**Run 1: signal wires by layer**

Two of the layers only.
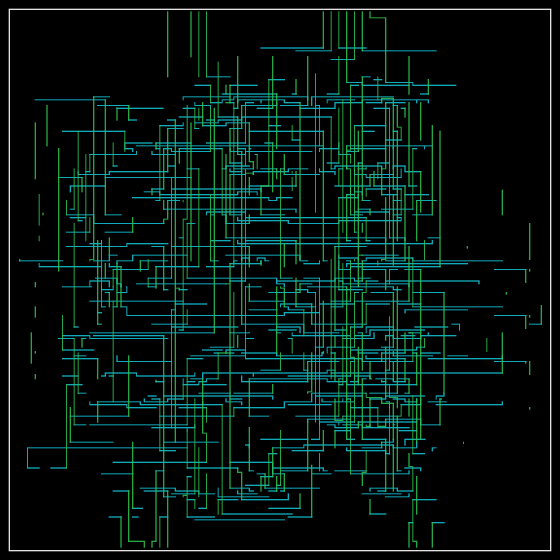
**Run 1: pin map**

Pins as bars across the die edge, other pins in grey.
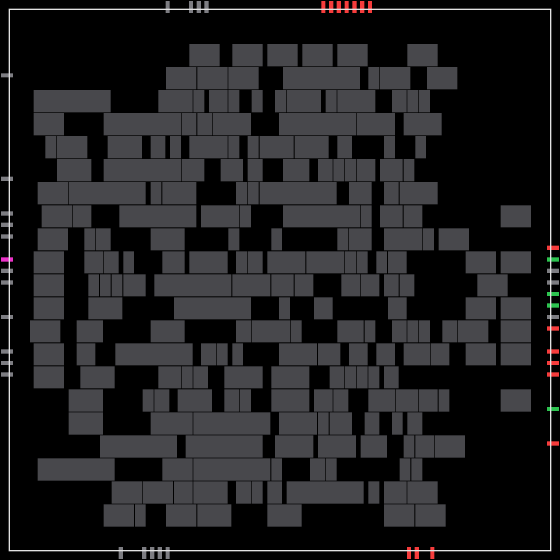
**Run 1: cells coloured by class**

Fill, decap, tap and diode cells in grey.
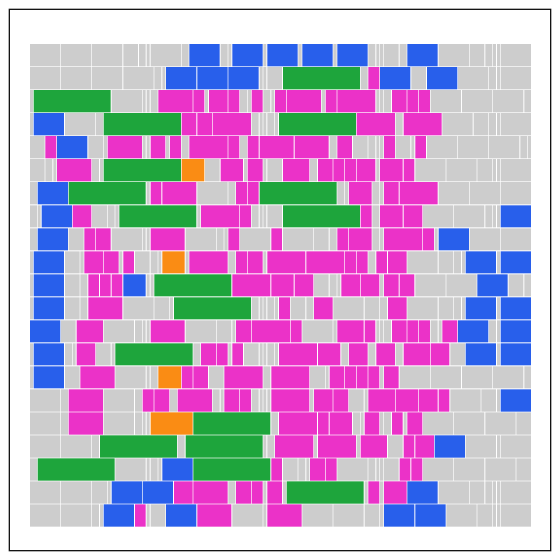
==> config.mk <==
export PLATFORM = sky130hd
export DESIGN_NAME = lib_decmps_seq
export DESIGN_NICKNAME = d
export VERILOG_FILES = /design/src/rtl/lib_decmps_seq.sv
export SDC_FILE = /design/constraint.sdc
export NUM_CORES = 1
export LEC_CHECK = 0
export CAP_MARGIN = 10
export CORE_MARGIN = 2
export CORE_UTILIZATION = 45
export CTS_CLUSTER_DIAMETER = 60
export DETAILED_ROUTE_END_ITERATION = 8
export GPL_TIMING_DRIVEN = 1
export HOLD_SLACK_MARGIN = 0.12
export PLACE_DENSITY = 0.81
export RECOVER_POWER = 100
export SKIP_LAST_GASP = 1
export SLEW_MARGIN = 5
export SYNTH_ARGS = -nofsm -noshare
export SYNTH_HDL_FRONTEND = slang
export SYNTH_SLANG_ARGS = --single-unit
==> constraint.sdc <==
create_clock -name clk -period 8.7 [get_ports clk]
set_input_delay 1.74 -clock clk [delete_from_list [all_inputs] [get_ports clk]]
set_output_delay 1.74 -clock clk [all_outputs]
set_load 0.1 [all_outputs]
==> summary.txt <==
Numbers from the implementation run.

The initial utilization of the core area, before any placement, comes to 47.5%. The cell class with the largest area share is multi-input combinational cells. The via count of the first global-routing pass came to 1326. The synthesis run identifies the leading combinational cell family as simple AND/OR/NAND/NOR gates. The clock-net power is 0.0000522 W.

The part of the total power dissipated in sequential elements is 33.9%. The area share of and-or/or-and cells after synthesis is 11.6%. The number of synthesis warnings is 0. For this run, the final setup violation count is recorded as 0. The clock buffer count is 4. The clock transition at the registers of the reported paths is 0.11 ns. The slack of the worst reg-to-reg path is 4.82 ns. The tapcell count is 46. The sum of buffers and inverters on the critical path is 1. The timing report shows that the slowest cell on the worst path is dlygate4sd3_1. The pin count of the biggest net entering global routing is 33. The data required time at the worst endpoint is 6.96 ns.

The worst setup path is captured at an output pin. The relative area of clock buffers and inverters in the final design is 1.79%. The congestion estimate from routability-driven global placement came to 0.890.

Per the layout report, the design carries 44 non-clock buffers. Once placement finished, the instance area stood at 0.00204 mm^2. The wire-length estimate of the detail-placed layout is 3.08 mm. The share of cells above drive strength 1 is 7.11%.

The number of synthesized register bits is 18. The residual DRC count is 0. Logic depth along the worst register-to-register path is recorded as 10. The number of placed cells counting well taps is 267.

The number of nets at floorplan is 223. The dominant power group in this design is combinational cells. Summing every instance area after synthesis gives 0.00161 mm^2.

Per the layout report, the design carries 9 non-clock inverters. The full die area is 0.00407 mm^2. The peak fanout along the critical path is 8. The synthesis area per yosys is 0.00161 mm^2. In this run, CTS created clock tree buffers numbering 3.

In this run, the synthesized area fraction spent on adder and majority cells is recorded as 12.4%. Setup repair after global routing left no endpoint under its margin. The switching component of the power is 0.000224 W. Per the run report, area growth between synthesis and finish was 26.2%. After layout, the setup clock skew is reported as 0.00649 ns. The number of instances in the synthesized netlist is 187.

The detailed-route vias per instance is 5.35. The largest stage delay on the critical path is 1.19 ns. Across all checked pins, the minimum headroom to the slew limit is 34.0%.

The sequential power reported by the tool is 0.000148 W. The actual slew at the worst max-slew pin is 0.987 ns. Of the post-synthesis cell area, the part taken by muxes is 13.5%. In this run, the combinational gates consume 54.1% of the power. A synthesized cell averages 8.61 um^2. The synthesized netlist contains 36 unique library cells.

The arrival time of data at the worst endpoint is listed as 4.46 ns. The power per standard cell area is 214 mW/mm^2. The final layout net count is 262.

The CTS tree is built. The number of filler cells placed in the layout is 299. The peak ir drop on the vdd network is 0.146 mV. In this run the number of cells on the critical path is 11. The xor and xnor area share after synthesis is 0%. The count of flip-flops and latches is 18. The clock network is responsible for 12.0% of the overall power. The cell-mix breakdown from Yosys lists the simple-gate area share as 28.0%. Summing all multi-input logic gate instances after layout gives 0.00102 mm^2. STA classifies the critical path startpoint as a flop. The tool flagged a number of max-cap violations equal to 0.

For the final routed database, the setup TNS stands at 0 ns. The total power of the final layout is 0.000436 W. The layout contains a multi-input combinational cell count of 150. The number of hold violations in the final report is 0. The number of buffers inserted by post-CTS setup repair is 0.

The combinational power reported by the tool is 0.000236 W. Clock tree synthesis selected as its root buffer the cell clkbuf_4. Once routing completed, OpenROAD measured the worst setup slack at 2.50 ns.

For this run, the register share of the synthesized area comes to 28.0%. The H-tree level count is 1. The critical path in this run is classified as reg2out. Across the whole layout, storage elements account for 450 um^2. The number of search-and-repair iterations in the first detailed-routing pass is 4.

The worst-case hold slack is 0.580 ns. The most critical min-delay path falls under reg2reg. The global route stage reports its total congestion overflow as 0. The number of flip-flops under the largest register name is 16. The horizontal extent of the die is 63.8 um.

The worst path in the final design needs a cycle of 6.20 ns, including I/O delays and setup. Hold repair after CTS inserted 0 buffers. The initial antenna violation count is 0. In the final layout, multi-input gates take up 50.0% of the cell area. TritonCTS reports the number of clock sinks as 18. The I/O pin total is 44. The peak clock frequency supported by timing is 161 MHz. The run finished with clean final reports.

Looking at the clock tree report, the maximum root-to-sink buffer count equals 2. The first-pass GRT wire length is 6.35 mm. In this run the static leakage power is 0.835 nW. The cell type group with the largest total delay on the critical path is simple AND/OR/NAND/NOR gates. The count of cells in the finished layout, fillers not included, comes to 271.

The number of resized instances in the post-cts repair step is 0. Yosys stat counts 187 cells in the synthesized netlist. The final antenna diode count is 0. The critical path goes through nor4_2 -> and2_0 -> a32oi_1 -> nor2_1 -> nand2_1 -> ha_1 -> nor4_1 -> nand4_1 -> o21ai_0 -> and2_1 -> dlygate4sd3_1. The number of warnings the tools reported is 26. The fraction of final cell area spent on non-clock buffers in this run is 21.6%.

The clock reaches the later pin of the worst-skew pair after 0.30 ns. The power report shows net switching accounting for 51.4% of the total. The detailed router's first-iteration violation count is 87.

Internal power comes to 0.000212 W. Per the post-route antenna check, the number of violating nets is 0. Dividing the final minimum period by the clock period gives 71.2%. The post-placement setup slack is 3.01 ns. The hold-critical path depth is 2.

The final timing report lists a max-slew violation count of 0.
Notes on 'signal wires by layer' above:
| layer | colour | wire length |
|---|---|---|
| met1 | cyan | 1840 um |
| met2 | green | 1680 um |
wire length after detailed routing: 3.81 mm
routed via count: 1449
routed length per placed instance: 14.0 um
GR Util All Layers: 19.8%

Notes on 'pin map' above:
| port | colour | pins | direction | edge |
|---|---|---|---|---|
| onehot_idx | green | 4 | output | east |
| vect_rdy | magenta | 1 | output | west |
| onehot | red | 16 | output | 7 north, 6 east, 3 south |
all pins by edge: 13 east, 12 west, 11 north, 8 south
PortBufs: 43
height of the chip: 63.8 um

Notes on 'cells coloured by class' above:
| class | colour | cells | share of their area |
|---|---|---|---|
| clock drivers and dummy loads | orange | 4 | 1.8% |
| all other logic | magenta | 159 | 53% |
| flip-flops | green | 18 | 23% |
| other buffers and delay cells | blue | 44 | 22% |
flop share of the area: 22.2%
post-layout utilization of the core: 59.9%
Core Region: 0.00339 mm^2
number of core rows: 21
Finished Cell Area: 0.00203 mm^2

-- run 1: synth_stat cells (all sizes together) --
library cell	count	share of area, %
and3	4	1.6
o21ai	2	0.62
and4	2	1.1
nand4	2	0.78
or3b	1	0.54
clkbuf	6	1.4
inv	9	2.1
a32oi	1	0.54
ha	16	12
o21bai	2	0.93
a2111o	1	0.70
a21oi	22	6.8
nand2b	1	0.39
o32ai	1	0.54
buf	4	2.7
and2	3	1.2
a31oi	1	0.39
o31ai	1	0.47
dfrtp	18	28
nor3	2	0.62
nand3	2	0.62
conb	1	0.23
o41ai	1	0.54
nand3b	5	2.3
nor2b	1	0.39
mux2	16	14
nor4	11	6.2
nor3b	2	0.93
nand2	13	3.0
nor2	36	8.4
-- run 1: tightest hold or removal path, delay by kind of cell, from the launching register on --
kind	cells	cell delay, ns
AOI/OAI and AO/OA	1	0.07
DFF	1	0.40
and+or+nand+nor	1	0.08
-- run 1: logic make-up (layout without fill, tap and decap cells) --
| group | count (synthesis) | in the layout |
|---|---|---|
| simple gates | 85 | 85 |
| compound gates | 32 | 32 |
| buf+inv | 19 | 57 |
| flops | 18 | 18 |
| fa+ha+maj | 16 | 16 |
| mux | 16 | 16 |
| other cells | 1 | 1 |
-- run 1: layout by cell type, fill, tap and decap left out, types with 3 or more instances in the layout --
cell type         n
nor4_1            7
dfrtp_1          18
nor4_2            4
and3_1            4
nor2_1           36
clkdlybuf4s50_1  18
a21oi_1          22
nand2_1          13
clkbuf_4          3
mux2_1           10
inv_1             9
ha_1             16
dlygate4sd3_1    25
nand3b_1          5
mux2_2            6
-- run 1: metal layers --
layer / vias to the layer above / routed length, um / GRT usage (%)
met3: 6 / 235 / 2.29
met5: - / 0 / 0
li1: 743 / - / -
met1: 647 / 1840 / 28.0
met2: 53 / 1680 / 30.7
met4: 0 / 50 / 7.34
Power figures rest on the tool's default switching activity, not on a simulated workload.
